Fig. 1: run 1, clock network drawn from the DEF
(4 px per um)
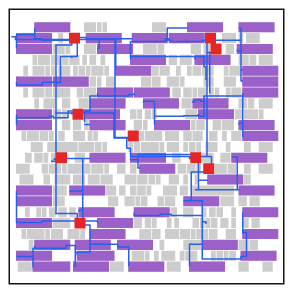
Fig. 2: run 1, placed cells, one color a class
(4 px per um)
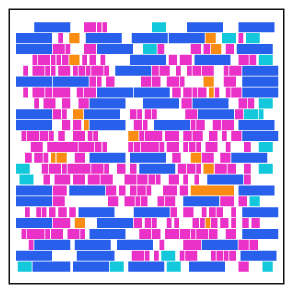
Fig. 3: run 1, wires at chosen ports, followed through buffers
(6 px per um)
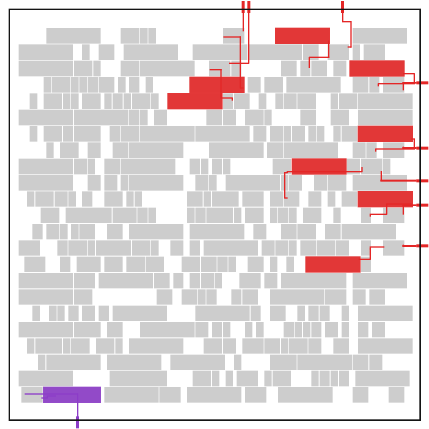
$ cat src/rtl/controller_poller_pkg.sv
// Shared types and constants for the NES-style game pad poller.
package controller_pkg;

  typedef enum logic [2:0] {IDLE, LATCH, LOW, HIGH, DONE} state_t;

  localparam int NUM_BUTTONS = 8;

  localparam int BTN_A      = 0;
  localparam int BTN_B      = 1;
  localparam int BTN_SELECT = 2;
  localparam int BTN_START  = 3;
  localparam int BTN_UP     = 4;
  localparam int BTN_DOWN   = 5;
  localparam int BTN_LEFT   = 6;
  localparam int BTN_RIGHT  = 7;

  function automatic int max_int(input int a, input int b);
    return (a > b) ? a : b;
  endfunction

endpackage

$ cat src/rtl/controller_poller_if.sv
// Pad pins plus the button-state handshake seen by downstream logic.
interface controller_poller_if;
  import controller_pkg::*;

  logic                   enable;
  logic                   poll_now;
  logic                   data;
  logic                   latch;
  logic                   pulse;
  logic [NUM_BUTTONS-1:0] buttons;
  logic                   buttons_valid;
  logic                   busy;

  modport master (
    input  enable, poll_now, data,
    output latch, pulse, buttons, buttons_valid, busy
  );

  modport slave (
    output enable, poll_now, data,
    input  latch, pulse, buttons, buttons_valid, busy
  );
endinterface

$ cat src/rtl/controller_poller_sync_2ff.sv
// Two-flop synchronizer; resets to 1 so an unplugged/idle pad reads as not pressed.
module sync_2ff (
  input  logic clk,
  input  logic n_rst,
  input  logic d,
  output logic q
);
  logic meta_reg;
  logic q_reg;

  always_ff @(posedge clk or negedge n_rst) begin
    if (!n_rst) begin
      meta_reg <= 1'b1;
      q_reg    <= 1'b1;
    end else begin
      meta_reg <= d;
      q_reg    <= meta_reg;
    end
  end

  assign q = q_reg;
endmodule

$ cat src/rtl/controller_poller.sv
// Periodic / on-demand sequencer that latches and shifts eight bits out of a game pad.
module controller_poller
  import controller_pkg::*;
#(
  parameter int LATCH_CYC   = 600,
  parameter int HALF_CYC    = 300,
  parameter int POLL_PERIOD = 833333
) (
  input logic clk,
  input logic n_rst,
  controller_poller_if.master bus
);
  localparam int CNT_W = $clog2(max_int(LATCH_CYC, HALF_CYC));
  localparam int TMR_W = $clog2(POLL_PERIOD);
  localparam int IDX_W = $clog2(NUM_BUTTONS);

  localparam logic [CNT_W-1:0] LATCH_LOAD = CNT_W'(LATCH_CYC - 1);
  localparam logic [CNT_W-1:0] HALF_LOAD  = CNT_W'(HALF_CYC - 1);
  localparam logic [TMR_W-1:0] TMR_LAST   = TMR_W'(POLL_PERIOD - 1);
  localparam logic [IDX_W-1:0] IDX_LAST   = IDX_W'(NUM_BUTTONS - 1);

  state_t                 state_reg, state_next;
  logic [CNT_W-1:0]       cnt_reg, cnt_next;
  logic [IDX_W-1:0]       idx_reg, idx_next;
  logic [NUM_BUTTONS-1:0] frame_reg, frame_next;
  logic [TMR_W-1:0]       timer_reg;
  logic                   pending_reg;
  logic                   latch_reg, pulse_reg, busy_reg, valid_reg;
  logic [NUM_BUTTONS-1:0] buttons_reg;
  logic                   data_sync;
  logic                   timer_wrap;
  logic                   take;

  sync_2ff u_sync (
    .clk   (clk),
    .n_rst (n_rst),
    .d     (bus.data),
    .q     (data_sync)
  );

  assign timer_wrap = (timer_reg == TMR_LAST);
  assign take       = (state_reg == IDLE) && pending_reg && bus.enable;

  // A new request wins over the clear, so a request landing on the start cycle still gets its own frame.
  always_ff @(posedge clk or negedge n_rst) begin
    if (!n_rst) begin
      timer_reg   <= '0;
      pending_reg <= 1'b0;
    end else if (!bus.enable) begin
      timer_reg   <= '0;
      pending_reg <= 1'b0;
    end else begin
      timer_reg <= timer_wrap ? '0 : timer_reg + TMR_W'(1);
      if (timer_wrap || bus.poll_now) begin
        pending_reg <= 1'b1;
      end else if (take) begin
        pending_reg <= 1'b0;
      end
    end
  end

  always_comb begin
    state_next = state_reg;
    cnt_next   = cnt_reg;
    idx_next   = idx_reg;
    frame_next = frame_reg;
    case (state_reg)
      IDLE: begin
        if (take) begin
          state_next = LATCH;
          cnt_next   = LATCH_LOAD;
        end
      end
      LATCH: begin
        if (cnt_reg == '0) begin
          state_next = LOW;
          cnt_next   = HALF_LOAD;
          idx_next   = '0;
        end else begin
          cnt_next = cnt_reg - CNT_W'(1);
        end
      end
      LOW: begin
        if (cnt_reg == '0) begin
          frame_next[idx_reg] = data_sync;
          state_next          = (idx_reg == IDX_LAST) ? DONE : HIGH;
          cnt_next            = HALF_LOAD;
        end else begin
          cnt_next = cnt_reg - CNT_W'(1);
        end
      end
      HIGH: begin
        if (cnt_reg == '0) begin
          state_next = LOW;
          cnt_next   = HALF_LOAD;
          idx_next   = idx_reg + IDX_W'(1);
        end else begin
          cnt_next = cnt_reg - CNT_W'(1);
        end
      end
      DONE:    state_next = IDLE;
      default: state_next = IDLE;
    endcase
  end

  // Outputs are decoded from the next state so they are registered yet aligned with the state.
  always_ff @(posedge clk or negedge n_rst) begin
    if (!n_rst) begin
      state_reg   <= IDLE;
      cnt_reg     <= '0;
      idx_reg     <= '0;
      frame_reg   <= '0;
      latch_reg   <= 1'b0;
      pulse_reg   <= 1'b0;
      busy_reg    <= 1'b0;
      valid_reg   <= 1'b0;
      buttons_reg <= '0;
    end else begin
      state_reg <= state_next;
      cnt_reg   <= cnt_next;
      idx_reg   <= idx_next;
      frame_reg <= frame_next;
      latch_reg <= (state_next == LATCH);
      pulse_reg <= (state_next == HIGH);
      busy_reg  <= (state_next != IDLE);
      valid_reg <= (state_next == DONE);
      if (state_next == DONE) begin
        buttons_reg <= ~frame_next;
      end
    end
  end

  assign bus.latch         = latch_reg;
  assign bus.pulse         = pulse_reg;
  assign bus.busy          = busy_reg;
  assign bus.buttons_valid = valid_reg;
  assign bus.buttons       = buttons_reg;
endmodule

$ cat src/flat_wrapper.sv
// flat-port wrapper written by rule: the top's interface ports become plain ports
module controller_poller_flat import controller_pkg::*;
#(
  parameter int LATCH_CYC   = 600,
  parameter int HALF_CYC    = 300,
  parameter int POLL_PERIOD = 833333
)
  (clk, n_rst, bus_enable, bus_poll_now, bus_data, bus_latch, bus_pulse, bus_buttons, bus_buttons_valid, bus_busy);
  controller_poller_if bus_i ();
  input logic clk;
  input logic n_rst;
  input wire logic [$bits(bus_i.enable)-1:0] bus_enable;
  input wire logic [$bits(bus_i.poll_now)-1:0] bus_poll_now;
  input wire logic [$bits(bus_i.data)-1:0] bus_data;
  output wire logic [$bits(bus_i.latch)-1:0] bus_latch;
  output wire logic [$bits(bus_i.pulse)-1:0] bus_pulse;
  output wire logic [$bits(bus_i.buttons)-1:0] bus_buttons;
  output wire logic [$bits(bus_i.buttons_valid)-1:0] bus_buttons_valid;
  output wire logic [$bits(bus_i.busy)-1:0] bus_busy;
  assign bus_i.enable = bus_enable;
  assign bus_i.poll_now = bus_poll_now;
  assign bus_i.data = bus_data;
  assign bus_latch = bus_i.latch;
  assign bus_pulse = bus_i.pulse;
  assign bus_buttons = bus_i.buttons;
  assign bus_buttons_valid = bus_i.buttons_valid;
  assign bus_busy = bus_i.busy;
  controller_poller #(.LATCH_CYC(LATCH_CYC), .HALF_CYC(HALF_CYC), .POLL_PERIOD(POLL_PERIOD)) u_core (.clk(clk), .n_rst(n_rst), .bus(bus_i));
endmodule
$ cat config.mk
export PLATFORM = sky130hd
export DESIGN_NAME = controller_poller_flat
export DESIGN_NICKNAME = d
export VERILOG_FILES = /design/src/rtl/controller_poller_pkg.sv /design/src/rtl/controller_poller_if.sv /design/src/rtl/controller_poller_sync_2ff.sv /design/src/rtl/controller_poller.sv /design/src/flat_wrapper.sv
export SDC_FILE = /design/constraint.sdc
export NUM_CORES = 1
export LEC_CHECK = 0
export CORE_UTILIZATION = 66
export CTS_BUF_LIST = sky130_fd_sc_hd__clkbuf_4
export CTS_CLUSTER_SIZE = 8
export DETAILED_ROUTE_END_ITERATION = 7
export PLACE_DENSITY = 0.84
export RECOVER_POWER = 50
export SLEW_MARGIN = 20
export SYNTH_ARGS = -nofsm -noshare
export SYNTH_HDL_FRONTEND = slang
export SYNTH_SLANG_ARGS = --single-unit
$ cat constraint.sdc
create_clock -name clk -period 3.6 [get_ports clk]
set_input_delay 0.72 -clock clk [delete_from_list [all_inputs] [get_ports clk]]
set_output_delay 0.72 -clock clk [all_outputs]
set_load 0.05 [all_outputs]
==> impl_metrics.xml, run 1 <==
<?xml version="1.0" encoding="UTF-8"?>
<metrics>
  <group name="outcome">
    <metric name="outcome" unit="">completed</metric>
  </group>
  <group name="worst_setup_path">
    <metric name="worst_setup_path_start_kind" unit="">flip-flop</metric>
    <metric name="critical_path_cell_count" unit="">6</metric>
    <metric name="worstSetupPathType" unit="">flip-flop to flip-flop</metric>
    <metric name="timing.critical_path.cells" unit="">inv_1 -&gt; ha_1 -&gt; nor3b_1 -&gt; nand2_1 -&gt; o31a_1 -&gt; or2_2</metric>
    <metric name="path_buffers" unit="">1</metric>
    <metric name="timing.critical_path.to_type" unit="">flip-flop</metric>
    <metric name="regToRegSetupSlack" unit="ns">0.98</metric>
  </group>
  <group name="synthesis">
    <metric name="synthAoiAreaFrac" unit="">0.1387</metric>
    <metric name="ys_types" unit="">51</metric>
    <metric name="post_synth_most_frequent_cells" unit="">sky130_fd_sc_hd__dfrtp_1 (57), sky130_fd_sc_hd__nor2_1 (38), sky130_fd_sc_hd__nand2_1 (22)</metric>
    <metric name="ys_sh_simple" unit="">0.2468</metric>
    <metric name="postSynthRegisterBits" unit="">59</metric>
    <metric name="most_common_cell_in_the_synthesized_netlist" unit="">sky130_fd_sc_hd__dfrtp_1</metric>
    <metric name="synth_stat.cells" unit="">290</metric>
    <metric name="post_synth_main_area_contributors" unit="">sky130_fd_sc_hd__dfrtp_1 (49%), sky130_fd_sc_hd__nor2_1 (4.9%), sky130_fd_sc_hd__xnor2_1 (4.2%), sky130_fd_sc_hd__nand2_1 (2.9%), sky130_fd_sc_hd__o31ai_1 (2.9%)</metric>
    <metric name="mux_area_frac" unit="">0.006914</metric>
    <metric name="synth_adder_area_share" unit="">0.02161</metric>
    <metric name="synth.logic.top_family" unit="">simple AND/OR/NAND/NOR gates</metric>
    <metric name="synth-xor-area-share" unit="">0.04538</metric>
    <metric name="syn-num-nets" unit="">300</metric>
    <metric name="share_of_synthesized_registers_carrying_an_async_set_or_reset" unit="">1.000</metric>
  </group>
  <group name="global_route">
    <metric name="routing_layer_with_the_top_usage_in_global_route" unit="">met2</metric>
    <metric name="global_route_met2_usage" unit="">0.4314</metric>
    <metric name="grt_start_max_net_pins" unit="">49</metric>
    <metric name="vias_in_the_first_global_route" unit="">2070</metric>
    <metric name="grt_first_pass_wirelength" unit="mm">9.087</metric>
  </group>
  <group name="detailed_routing">
    <metric name="average_wire_per_standard_cell" unit="um">14.83</metric>
    <metric name="first_iter_violations" unit="">201</metric>
    <metric name="route.detailed.vias_per_inst" unit="">6.079</metric>
    <metric name="wirelength_met1" unit="mm">2.618</metric>
    <metric name="detailroute.wirelength.met2" unit="mm">2.529</metric>
  </group>
  <group name="final_timing">
    <metric name="setup_violations" unit="">0</metric>
    <metric name="final.setup.worst_slack" unit="ns">0.9839</metric>
    <metric name="transition_time_at_the_pin_with_the_least_slew_margin" unit="ns">0.7784</metric>
    <metric name="fin_setup_tns" unit="ns">0</metric>
    <metric name="final_hold_viol_count" unit="">0</metric>
    <metric name="period_used_share" unit="">0.7267</metric>
    <metric name="grt_setup_unrepaired" unit="">false</metric>
    <metric name="slew_violations" unit="">0</metric>
  </group>
  <group name="clock_network">
    <metric name="cts.sinks" unit="">59</metric>
    <metric name="postCtsHoldBufs" unit="">0</metric>
    <metric name="cts.path.max_buffers" unit="">2</metric>
    <metric name="cts_tree" unit="">done</metric>
    <metric name="ctsResizeCount" unit="">0</metric>
    <metric name="clockRootBuffer" unit="">sky130_fd_sc_hd__clkbuf_4</metric>
    <metric name="cts-buffers-inserted" unit="">9</metric>
    <metric name="cts.reportedPaths.clkPinSlew" unit="ns">0.10</metric>
    <metric name="post-cts-setup-buffers" unit="">0</metric>
  </group>
  <group name="job">
    <metric name="drv_cap" unit="">0</metric>
  </group>
  <group name="power">
    <metric name="power.share.sequential" unit="">0.583</metric>
    <metric name="p_sw" unit="mW">0.2557</metric>
    <metric name="vdd_ir_drop_max" unit="mV">0.2776</metric>
    <metric name="top_power_group" unit="">registers</metric>
    <metric name="power" unit="mW">1.151</metric>
    <metric name="share_comb_of_total_power" unit="">0.025</metric>
  </group>
  <group name="die">
    <metric name="core_util_floorplan" unit="">0.7036</metric>
  </group>
  <group name="placement">
    <metric name="globalplace.congestion" unit="">0.8695</metric>
    <metric name="detailed_place.area" unit="mm^2">0.003090</metric>
    <metric name="dp_cells" unit="">350</metric>
  </group>
  <group name="hold_path">
    <metric name="hold_path.class" unit="">input pin to asynchronous set/reset pin</metric>
  </group>
  <group name="layout">
    <metric name="drive_gt1_frac" unit="">0.1076</metric>
    <metric name="p_r_area_growth_vs_syn" unit="%">10.93</metric>
    <metric name="final_cells" unit="">366</metric>
    <metric name="layout.cells.most_common" unit="">sky130_fd_sc_hd__dfrtp_1</metric>
    <metric name="filler_cell_count" unit="">299</metric>
  </group>
</metrics>
## Picture notes: Fig. 1
[red] clock drivers | count: 9
[blue] clock wires | length: 715 um
[purple] flip-flops | count: 59
flops lie: all over the die
Skew-Pair Late Insertion Delay: 0.40 ns
worst-case clock skew: 0.01467 ns

## Picture notes: Fig. 2
[cyan] remaining buffers and delay cells | cells: 18
[magenta] combinational and other logic | cells: 223
[orange] clock drivers and dummy loads | cells: 16
[blue] sequential cells | cells: 59
number of rows created at floorplan: 23
area of the core: 0.004115 mm^2
register fraction of the total cell area: 0.4605
area of all placed cells without fillers: 0.003212 mm^2
final core utilization: 0.7805

## Picture notes: Fig. 3
[purple] bus_data | bits: 1 | direction: input | edge: south | end cells: 1 | buffers: 1 | wire: 15.3 um
[red] bus_buttons | bits: 8 | direction: output | edge: 5 east, 3 north | end cells: 8 | buffers: 8 | wire: 122 um
number of port buffers: 16
Ports: 17

==> run 1: final timing paths <==
kind	startpoint	endpoint
min in group clk	u_core.u_sync.meta_reg	u_core.u_sync.q
setup / recovery	u_core.cnt_reg[0]	u_core.frame_reg[6]
setup reg to reg	u_core.cnt_reg[0]	u_core.frame_reg[6]
hold reg to reg	u_core.u_sync.meta_reg	u_core.u_sync.q
max in group asynchronous	n_rst	u_core.state_reg[1]
hold / removal	n_rst	u_core.cnt_reg[7]
==> run 1: area by class of cell <==
type                       instances  area share
clock buffer                      11     0.02571
clock inverter                     5     0.01402
inverter                          13     0.01519
multi-input combinational        210      0.4125
sequential                        59      0.4605
tap                               50     0.01948
timing repair buffer              18     0.05259
## Run 2: what changed since run 1
--- a/config.mk
+++ b/config.mk
@@ -5,11 +5,11 @@
 export SDC_FILE = /design/constraint.sdc
 export NUM_CORES = 1
 export LEC_CHECK = 0
-export CORE_UTILIZATION = 66
+export CORE_UTILIZATION = 61
 export CTS_BUF_LIST = sky130_fd_sc_hd__clkbuf_4
 export CTS_CLUSTER_SIZE = 8
 export DETAILED_ROUTE_END_ITERATION = 7
-export PLACE_DENSITY = 0.84
+export PLACE_DENSITY = 0.78
 export RECOVER_POWER = 50
 export SLEW_MARGIN = 20
 export SYNTH_ARGS = -nofsm -noshare
==> constraint.sdc (replaced) <==
create_clock -name clk -period 2.6 [get_ports clk]
set_input_delay 0.52 -clock clk [delete_from_list [all_inputs] [get_ports clk]]
set_output_delay 0.52 -clock clk [all_outputs]
set_load 0.05 [all_outputs]
Fig. 4: run 2, placed standard cells
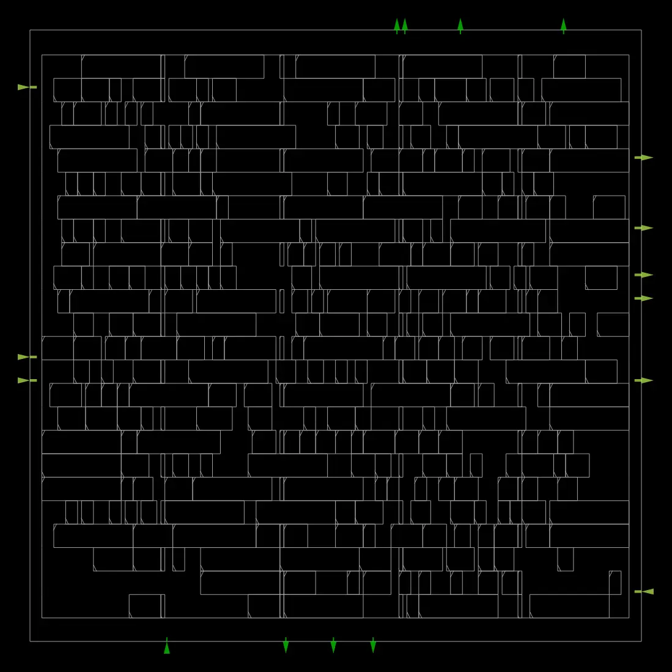
register fraction of the total cell area: 0.4583
number of rows created at floorplan: 24
final core utilization: 0.7261
area of the core: 0.004444 mm^2
fillers: 334

==> run 2 against run 1 <==
  * The flow now finishes with violations (max-capacitance violations, max-slew violations)
  * Synthesized cell count did not move
  * Worst setup slack got worse by 0.68 ns
  * Global-route usage fell by 0.60 points
  * Clock power rose by 37%
  * Sequential power rose by 38%
==> impl_metrics.xml, run 2 <==
<?xml version="1.0" encoding="UTF-8"?>
<metrics>
  <group name="power">
    <metric name="p_sw" unit="mW">0.3578</metric>
    <metric name="power.share.sequential" unit="">0.585</metric>
    <metric name="power" unit="mW">1.590</metric>
    <metric name="internal_power" unit="mW">1.232</metric>
    <metric name="power_density" unit="mW/mm^2">492.7</metric>
    <metric name="power.static_leakage" unit="nW">1.351</metric>
    <metric name="vdd_ir_drop_max" unit="mV">0.2618</metric>
    <metric name="p_clk_frac" unit="">0.390</metric>
    <metric name="power.share.switching" unit="">0.2250</metric>
    <metric name="top_power_group" unit="">registers</metric>
    <metric name="power.clock.total" unit="mW">0.620</metric>
    <metric name="share_comb_of_total_power" unit="">0.025</metric>
    <metric name="pwr.group.combinational" unit="mW">0.0396</metric>
  </group>
  <group name="worst_setup_path">
    <metric name="worst_r2r_endpoint" unit="">u_core.bus.buttons[2]</metric>
    <metric name="highest_delay_cell_along_the_critical_path" unit="">sky130_fd_sc_hd__nor4bb_1</metric>
    <metric name="critical_path_arrival" unit="ns">2.57</metric>
    <metric name="worstSetupPathType" unit="">flip-flop to flip-flop</metric>
    <metric name="worst_setup_path_startpoint" unit="">u_core.cnt_reg[0]</metric>
    <metric name="worst-endpoint-required" unit="ns">2.88</metric>
    <metric name="worst_setup_path_start_kind" unit="">flip-flop</metric>
    <metric name="cp_slowest_stage_delay" unit="ns">0.64</metric>
    <metric name="cp_max_fo" unit="">5</metric>
    <metric name="regToRegSetupSlack" unit="ns">0.31</metric>
    <metric name="timing.rr.start" unit="">u_core.cnt_reg[0]</metric>
    <metric name="timing.critical_path.to_type" unit="">flip-flop</metric>
    <metric name="r2r.worst_path.cells" unit="">6</metric>
    <metric name="timing.critical_path.cells" unit="">inv_1 -&gt; ha_1 -&gt; nor4bb_1 -&gt; nand4_1 -&gt; or2_2 -&gt; a31o_2</metric>
  </group>
  <group name="clock_network">
    <metric name="ctsResizeCount" unit="">0</metric>
    <metric name="clk-insertion-delay-late" unit="ns">0.39</metric>
    <metric name="cts.sinks" unit="">59</metric>
    <metric name="cts_tree" unit="">done</metric>
    <metric name="cts.reportedPaths.clkPinSlew" unit="ns">0.09</metric>
    <metric name="post-cts-setup-buffers" unit="">0</metric>
    <metric name="cts.path.max_buffers" unit="">2</metric>
    <metric name="clockRootBuffer" unit="">sky130_fd_sc_hd__clkbuf_4</metric>
    <metric name="cts-buffers-inserted" unit="">9</metric>
    <metric name="postCtsHoldBufs" unit="">0</metric>
    <metric name="ctsHtreeMaxLevel" unit="">3</metric>
  </group>
  <group name="die">
    <metric name="floorplan.die.height" unit="um">70.90</metric>
    <metric name="die_area" unit="mm^2">0.005026</metric>
    <metric name="n_tap_cell" unit="">52</metric>
    <metric name="core_util_floorplan" unit="">0.6515</metric>
    <metric name="ports" unit="">17</metric>
    <metric name="dieWidth" unit="um">70.90</metric>
  </group>
  <group name="outcome">
    <metric name="outcome" unit="">finished, violations left</metric>
    <metric name="failed_checks" unit="">max-capacitance violations, max-slew violations</metric>
  </group>
  <group name="hold_path">
    <metric name="hold-path-cell-count" unit="">0</metric>
    <metric name="whs_endpoint" unit="">u_core.u_sync.q</metric>
    <metric name="worst_hold_startpoint" unit="">u_core.u_sync.meta_reg</metric>
    <metric name="hold_path.class" unit="">flip-flop to flip-flop</metric>
  </group>
  <group name="placement">
    <metric name="hpwlAfterDp" unit="mm">4.013</metric>
    <metric name="io_buffer_count" unit="">16</metric>
    <metric name="detailed_place.area" unit="mm^2">0.003120</metric>
    <metric name="placement.setup.worst_slack" unit="ns">0.3025</metric>
    <metric name="dp_cells" unit="">354</metric>
    <metric name="globalplace.congestion" unit="">0.8426</metric>
  </group>
  <group name="synthesis">
    <metric name="area_of_the_mapped_netlist" unit="mm^2">0.002895</metric>
    <metric name="ys_types" unit="">51</metric>
    <metric name="syn-num-nets" unit="">300</metric>
    <metric name="most_common_cell_in_the_synthesized_netlist" unit="">sky130_fd_sc_hd__dfrtp_1</metric>
    <metric name="share_of_synthesized_registers_carrying_an_async_set_or_reset" unit="">1.000</metric>
    <metric name="ys_sh_simple" unit="">0.2468</metric>
    <metric name="synthFlopType" unit="">sky130_fd_sc_hd__dfrtp_1</metric>
    <metric name="synth.avg_cell_area" unit="um^2">9.984</metric>
    <metric name="cell_taking_the_most_area_after_synthesis" unit="">sky130_fd_sc_hd__dfrtp_1</metric>
    <metric name="mux_area_frac" unit="">0.006914</metric>
    <metric name="post_synth_most_frequent_cells" unit="">sky130_fd_sc_hd__dfrtp_1 (57), sky130_fd_sc_hd__nor2_1 (38), sky130_fd_sc_hd__nand2_1 (22)</metric>
    <metric name="synthAoiAreaFrac" unit="">0.1387</metric>
    <metric name="synth_seq_share" unit="">0.5108</metric>
    <metric name="postSynthCellCount" unit="">290</metric>
    <metric name="top_cell_area_share" unit="">0.4927</metric>
    <metric name="postSynthRegisterBits" unit="">59</metric>
    <metric name="synth-xor-area-share" unit="">0.04538</metric>
    <metric name="yosys_warnings" unit="">0</metric>
    <metric name="synth.logic.top_family" unit="">simple AND/OR/NAND/NOR gates</metric>
    <metric name="synth-edff-count" unit="">0</metric>
    <metric name="synth_chip_area" unit="mm^2">0.002895</metric>
    <metric name="synth_adder_area_share" unit="">0.02161</metric>
    <metric name="synth_stat.cells" unit="">290</metric>
    <metric name="post_synth_main_area_contributors" unit="">sky130_fd_sc_hd__dfrtp_1 (49%), sky130_fd_sc_hd__nor2_1 (4.9%), sky130_fd_sc_hd__xnor2_1 (4.2%), sky130_fd_sc_hd__nand2_1 (2.9%), sky130_fd_sc_hd__o31ai_1 (2.9%)</metric>
  </group>
  <group name="detailed_routing">
    <metric name="route.detailed.vias_per_inst" unit="">6.030</metric>
    <metric name="average_wire_per_standard_cell" unit="um">15.35</metric>
    <metric name="drt_drc_violations_left" unit="">0</metric>
    <metric name="first_pass_iters" unit="">6</metric>
    <metric name="finalWirelength" unit="mm">5.681</metric>
    <metric name="drt.antenna.violating_nets" unit="">0</metric>
    <metric name="first_iter_violations" unit="">181</metric>
    <metric name="vias" unit="">2231</metric>
  </group>
  <group name="layout">
    <metric name="sh_comb_area" unit="">0.4106</metric>
    <metric name="finalInstanceArea" unit="mm^2">0.003227</metric>
    <metric name="largest_reg_flops" unit="">20</metric>
    <metric name="final.signal_inverter_count" unit="">13</metric>
    <metric name="final.signal_buffer_count" unit="">20</metric>
    <metric name="layout.cells.most_common" unit="">sky130_fd_sc_hd__dfrtp_1</metric>
    <metric name="fin_nets" unit="">323</metric>
    <metric name="p_r_area_growth_vs_syn" unit="%">11.45</metric>
    <metric name="layout_top_cells" unit="">sky130_fd_sc_hd__dfrtp_1 (57), sky130_fd_sc_hd__nor2_1 (38), sky130_fd_sc_hd__nand2_1 (22)</metric>
    <metric name="clk_share" unit="">0.04071</metric>
    <metric name="nFlopsAndLatches" unit="">59</metric>
    <metric name="comb_cells" unit="">210</metric>
    <metric name="final_layout_non_clock_buffer_area_share" unit="">0.05506</metric>
    <metric name="multi_input_comb_area" unit="mm^2">0.001325</metric>
    <metric name="drive_gt1_frac" unit="">0.1195</metric>
    <metric name="n_diodes" unit="">0</metric>
    <metric name="clockBufferCount" unit="">10</metric>
    <metric name="final_cells" unit="">370</metric>
    <metric name="biggestCellCategory" unit="">flip-flops and latches</metric>
  </group>
  <group name="final_timing">
    <metric name="final.setup.worst_slack" unit="ns">0.3067</metric>
    <metric name="relSlewSlack" unit="">-0.007207</metric>
    <metric name="min_period" unit="ns">2.293</metric>
    <metric name="transition_time_at_the_pin_with_the_least_slew_margin" unit="ns">1.511</metric>
    <metric name="setup_violations" unit="">0</metric>
    <metric name="grt_setup_unrepaired" unit="">false</metric>
    <metric name="period_used_share" unit="">0.8820</metric>
    <metric name="maxClockFrequency" unit="MHz">436.1</metric>
    <metric name="skew" unit="ns">0.01824</metric>
    <metric name="slew_violations" unit="">31</metric>
    <metric name="hold_ws" unit="ns">0.3561</metric>
    <metric name="fin_setup_tns" unit="ns">0</metric>
    <metric name="final_hold_viol_count" unit="">0</metric>
  </group>
  <group name="global_route">
    <metric name="vias_in_the_first_global_route" unit="">2172</metric>
    <metric name="antenna_found_initial" unit="">0</metric>
    <metric name="grt_util_all_layers" unit="">0.2624</metric>
    <metric name="overflow" unit="">0</metric>
    <metric name="grt_start_max_net_pins" unit="">31</metric>
    <metric name="grt_first_pass_wirelength" unit="mm">10.03</metric>
  </group>
  <group name="job">
    <metric name="warnings" unit="">27</metric>
    <metric name="drv_cap" unit="">1</metric>
  </group>
</metrics>
Fig. 5: run 2, sequential cells colored by netlist name
(4 px per um) Other sequential cells in the stronger gray, the rest of the logic in the fainter gray.
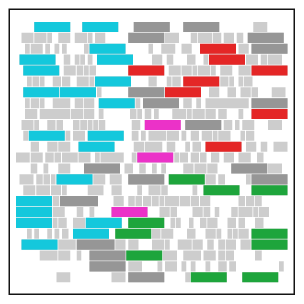
[cyan] u_core.timer_reg | flops: 20
[magenta] u_core.state_reg | flops: 3
[red] u_core.frame_reg | flops: 8
[green] u_core.cnt_reg | flops: 10
not colored: 18
seq pwr: 0.930 mW
Flop area: 0.001479 mm^2

run 2: worst max-delay path by stage:
stage                                  to  slack, ns  depth (start not counted)
floorplan             u_core.frame_reg[4]       0.66                          6
CTS                 u_core.bus.buttons[2]       0.28                          6
global placement    u_core.bus.buttons[2]       0.36                          6
global route          u_core.frame_reg[6]       0.14                          7
detailed placement  u_core.bus.buttons[2]       0.30                          6
finish              u_core.bus.buttons[2]       0.31                          6
run 2: critical path: cells and delay by family (launching register included):
kind	cells	cell delay, ns
and+or+nand+nor	3	1.20
DFF	1	0.44
AOI/OAI and AO/OA	1	0.24
adders and majority gates	1	0.21
buffers and inverters	1	0.10
run 2: metal layers:
layer	vias up	global-route usage	wire length, um
met5	-	0	0
met4	0	0.1267	90
met3	9	0.05271	120
met2	27	0.4209	2794
met1	1093	0.3449	2675
li1	1102	-	-
## Run 3: what changed since run 2
--- a/config.mk
+++ b/config.mk
@@ -11,6 +11,7 @@
 export DETAILED_ROUTE_END_ITERATION = 7
 export PLACE_DENSITY = 0.78
 export RECOVER_POWER = 50
+export SETUP_SLACK_MARGIN = 0.2
 export SLEW_MARGIN = 20
 export SYNTH_ARGS = -nofsm -noshare
 export SYNTH_HDL_FRONTEND = slang
Fig. 6: run 3, clock network drawn from the DEF
(4 px per um)
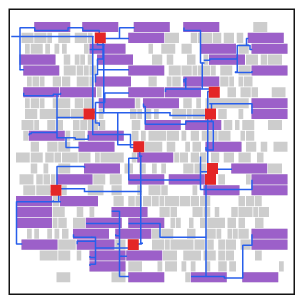
[blue] clock wires | length: 687 um
[red] clock drivers | count: 9
[purple] flip-flops | count: 59
flops lie: all over the die
Skew-Pair Late Insertion Delay: 0.39 ns
power in the clock group: 0.621 mW
Clock power frac: 0.390

==> run 3 against run 2 <==
  * The run ends with max-capacitance violations left
  * Global-route usage is the same
  * Routed wire length is 0.46% lower
  * Register-to-register slack improved by 0.06 ns
  * First-iteration DRC count rose by 6.6%
  * Clock skew decreased by 0.0021 ns
  * Utilization increased by 0.25 points
  * Worst setup slack improved by 0.058 ns
  * Die size did not move
  * Clock power is essentially flat
  * Synthesized area unchanged
  * Largest power group unchanged
==> impl_metrics.xml, run 3 <==
<?xml version="1.0" encoding="UTF-8"?>
<metrics>
  <group name="final_timing">
    <metric name="transition_time_at_the_pin_with_the_least_slew_margin" unit="ns">1.499</metric>
    <metric name="maxClockFrequency" unit="MHz">447.4</metric>
    <metric name="grt_setup_unrepaired" unit="">false</metric>
    <metric name="hold_ws" unit="ns">0.3523</metric>
    <metric name="final_hold_viol_count" unit="">0</metric>
    <metric name="setup_violations" unit="">0</metric>
    <metric name="fin_setup_tns" unit="ns">0</metric>
    <metric name="final.setup.worst_slack" unit="ns">0.3650</metric>
    <metric name="relSlewSlack" unit="">0.0005490</metric>
    <metric name="min_period" unit="ns">2.235</metric>
  </group>
  <group name="synthesis">
    <metric name="area_of_the_mapped_netlist" unit="mm^2">0.002895</metric>
    <metric name="post_synth_most_frequent_cells" unit="">sky130_fd_sc_hd__dfrtp_1 (57), sky130_fd_sc_hd__nor2_1 (38), sky130_fd_sc_hd__nand2_1 (22)</metric>
    <metric name="synth-edff-count" unit="">0</metric>
    <metric name="cell_taking_the_most_area_after_synthesis" unit="">sky130_fd_sc_hd__dfrtp_1</metric>
    <metric name="most_common_cell_in_the_synthesized_netlist" unit="">sky130_fd_sc_hd__dfrtp_1</metric>
    <metric name="postSynthRegisterBits" unit="">59</metric>
    <metric name="ys_types" unit="">51</metric>
    <metric name="synth_chip_area" unit="mm^2">0.002895</metric>
    <metric name="synth.avg_cell_area" unit="um^2">9.984</metric>
    <metric name="post_synth_main_area_contributors" unit="">sky130_fd_sc_hd__dfrtp_1 (49%), sky130_fd_sc_hd__nor2_1 (4.9%), sky130_fd_sc_hd__xnor2_1 (4.2%), sky130_fd_sc_hd__nand2_1 (2.9%), sky130_fd_sc_hd__o31ai_1 (2.9%)</metric>
    <metric name="mux_area_frac" unit="">0.006914</metric>
    <metric name="postSynthCellCount" unit="">290</metric>
    <metric name="synthAoiAreaFrac" unit="">0.1387</metric>
    <metric name="share_of_synthesized_registers_carrying_an_async_set_or_reset" unit="">1.000</metric>
    <metric name="yosys_warnings" unit="">0</metric>
    <metric name="top_cell_area_share" unit="">0.4927</metric>
  </group>
  <group name="layout">
    <metric name="multi_input_comb_area" unit="mm^2">0.001336</metric>
    <metric name="final_layout_non_clock_buffer_area_share" unit="">0.05487</metric>
    <metric name="layout_top_cells" unit="">sky130_fd_sc_hd__dfrtp_1 (57), sky130_fd_sc_hd__nor2_1 (38), sky130_fd_sc_hd__nand2_1 (22)</metric>
    <metric name="clk_share" unit="">0.04057</metric>
    <metric name="drive_gt1_frac" unit="">0.1258</metric>
    <metric name="p_r_area_growth_vs_syn" unit="%">11.84</metric>
    <metric name="sh_comb_area" unit="">0.4127</metric>
    <metric name="clockBufferCount" unit="">10</metric>
    <metric name="filler_cell_count" unit="">332</metric>
    <metric name="comb_cells" unit="">210</metric>
    <metric name="final.signal_buffer_count" unit="">20</metric>
    <metric name="final.signal_inverter_count" unit="">13</metric>
  </group>
  <group name="placement">
    <metric name="detailed_place.area" unit="mm^2">0.003120</metric>
    <metric name="dp_cells" unit="">354</metric>
    <metric name="placement.setup.worst_slack" unit="ns">0.3025</metric>
    <metric name="hpwlAfterDp" unit="mm">4.013</metric>
  </group>
  <group name="detailed_routing">
    <metric name="average_wire_per_standard_cell" unit="um">15.28</metric>
    <metric name="finalWirelength" unit="mm">5.655</metric>
    <metric name="route.detailed.vias_per_inst" unit="">6.027</metric>
    <metric name="wirelength_met1" unit="mm">2.653</metric>
    <metric name="first_iter_violations" unit="">193</metric>
    <metric name="detailroute.wirelength.met2" unit="mm">2.753</metric>
    <metric name="drt_drc_violations_left" unit="">0</metric>
    <metric name="vias" unit="">2230</metric>
  </group>
  <group name="global_route">
    <metric name="global_route_met2_usage" unit="">0.4209</metric>
    <metric name="overflow" unit="">0</metric>
    <metric name="antenna_found_initial" unit="">0</metric>
    <metric name="grt_util_all_layers" unit="">0.2624</metric>
    <metric name="vias_in_the_first_global_route" unit="">2172</metric>
    <metric name="routing_layer_with_the_top_usage_in_global_route" unit="">met2</metric>
    <metric name="grt_util_met3" unit="">0.05271</metric>
    <metric name="grt_first_pass_wirelength" unit="mm">10.03</metric>
  </group>
  <group name="hold_path">
    <metric name="worst_hold_startpoint" unit="">u_core.u_sync.meta_reg</metric>
    <metric name="whs_endpoint" unit="">u_core.u_sync.q</metric>
    <metric name="hold_path.class" unit="">flip-flop to flip-flop</metric>
    <metric name="hold-path-cell-count" unit="">0</metric>
  </group>
  <group name="worst_setup_path">
    <metric name="worstSetupPathType" unit="">flip-flop to flip-flop</metric>
    <metric name="crit_path_end" unit="">u_core.frame_reg[7]</metric>
    <metric name="critical_path_arrival" unit="ns">2.51</metric>
    <metric name="worst_setup_path_start_kind" unit="">flip-flop</metric>
    <metric name="cp_max_fo" unit="">9</metric>
    <metric name="timing.rr.start" unit="">u_core.cnt_reg[0]</metric>
    <metric name="worst_r2r_endpoint" unit="">u_core.frame_reg[7]</metric>
    <metric name="timing.critical_path.to_type" unit="">flip-flop</metric>
    <metric name="regToRegSetupSlack" unit="ns">0.36</metric>
  </group>
  <group name="power">
    <metric name="share_comb_of_total_power" unit="">0.025</metric>
    <metric name="top_power_group" unit="">registers</metric>
    <metric name="vdd_ir_drop_max" unit="mV">0.2615</metric>
    <metric name="power.static_leakage" unit="nW">1.356</metric>
    <metric name="pwr.group.combinational" unit="mW">0.0398</metric>
    <metric name="power.share.switching" unit="">0.2254</metric>
    <metric name="power_density" unit="mW/mm^2">491.3</metric>
    <metric name="power.share.sequential" unit="">0.585</metric>
    <metric name="sequentialPower" unit="mW">0.930</metric>
  </group>
  <group name="clock_network">
    <metric name="ctsResizeCount" unit="">0</metric>
    <metric name="postCtsHoldBufs" unit="">0</metric>
    <metric name="cts.path.max_buffers" unit="">2</metric>
    <metric name="ctsHtreeMaxLevel" unit="">3</metric>
    <metric name="cts-buffers-inserted" unit="">9</metric>
    <metric name="post-cts-setup-buffers" unit="">0</metric>
  </group>
  <group name="die">
    <metric name="dieWidth" unit="um">70.90</metric>
    <metric name="core_util_floorplan" unit="">0.6515</metric>
    <metric name="floorplan.rows" unit="">24</metric>
    <metric name="die_area" unit="mm^2">0.005026</metric>
    <metric name="n_tap_cell" unit="">52</metric>
  </group>
  <group name="job">
    <metric name="drv_cap" unit="">1</metric>
  </group>
  <group name="outcome">
    <metric name="outcome" unit="">finished, violations left</metric>
    <metric name="failed_checks" unit="">max-capacitance violations</metric>
  </group>
</metrics>
Fig. 7: run 3, placed cells, one color a class
(4 px per um)
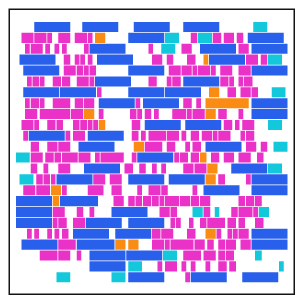
[orange] clock drivers and dummy loads | cells: 16
[blue] sequential cells | cells: 59
[magenta] combinational and other logic | cells: 223
[cyan] remaining buffers and delay cells | cells: 20
register fraction of the total cell area: 0.4567
area of all placed cells without fillers: 0.003238 mm^2
final core utilization: 0.7286

-- run 3: cell count changes in the layout (fill, tap and decap cells not counted) --
| cell | before | now |
|---|---|---|
| sky130_fd_sc_hd__nor3b_1 | 2 | 1 |
| sky130_fd_sc_hd__nor3b_2 | 0 | 1 |
| sky130_fd_sc_hd__nor4bb_2 | 0 | 1 |
| sky130_fd_sc_hd__nor4bb_1 | 2 | 1 |
-- run 3: worst max-delay path, stage by stage, from the launching register on --
cell and delay [ns]:
sky130_fd_sc_hd__dfrtp_1 0.44, sky130_fd_sc_hd__inv_1 0.10, sky130_fd_sc_hd__ha_1 0.20, sky130_fd_sc_hd__nor3b_2 0.16
sky130_fd_sc_hd__clkbuf_1 0.27, sky130_fd_sc_hd__nand2_1 0.28, sky130_fd_sc_hd__o31a_1 0.37, sky130_fd_sc_hd__or2_2 0.30
Power and IR drop assume default switching activity.
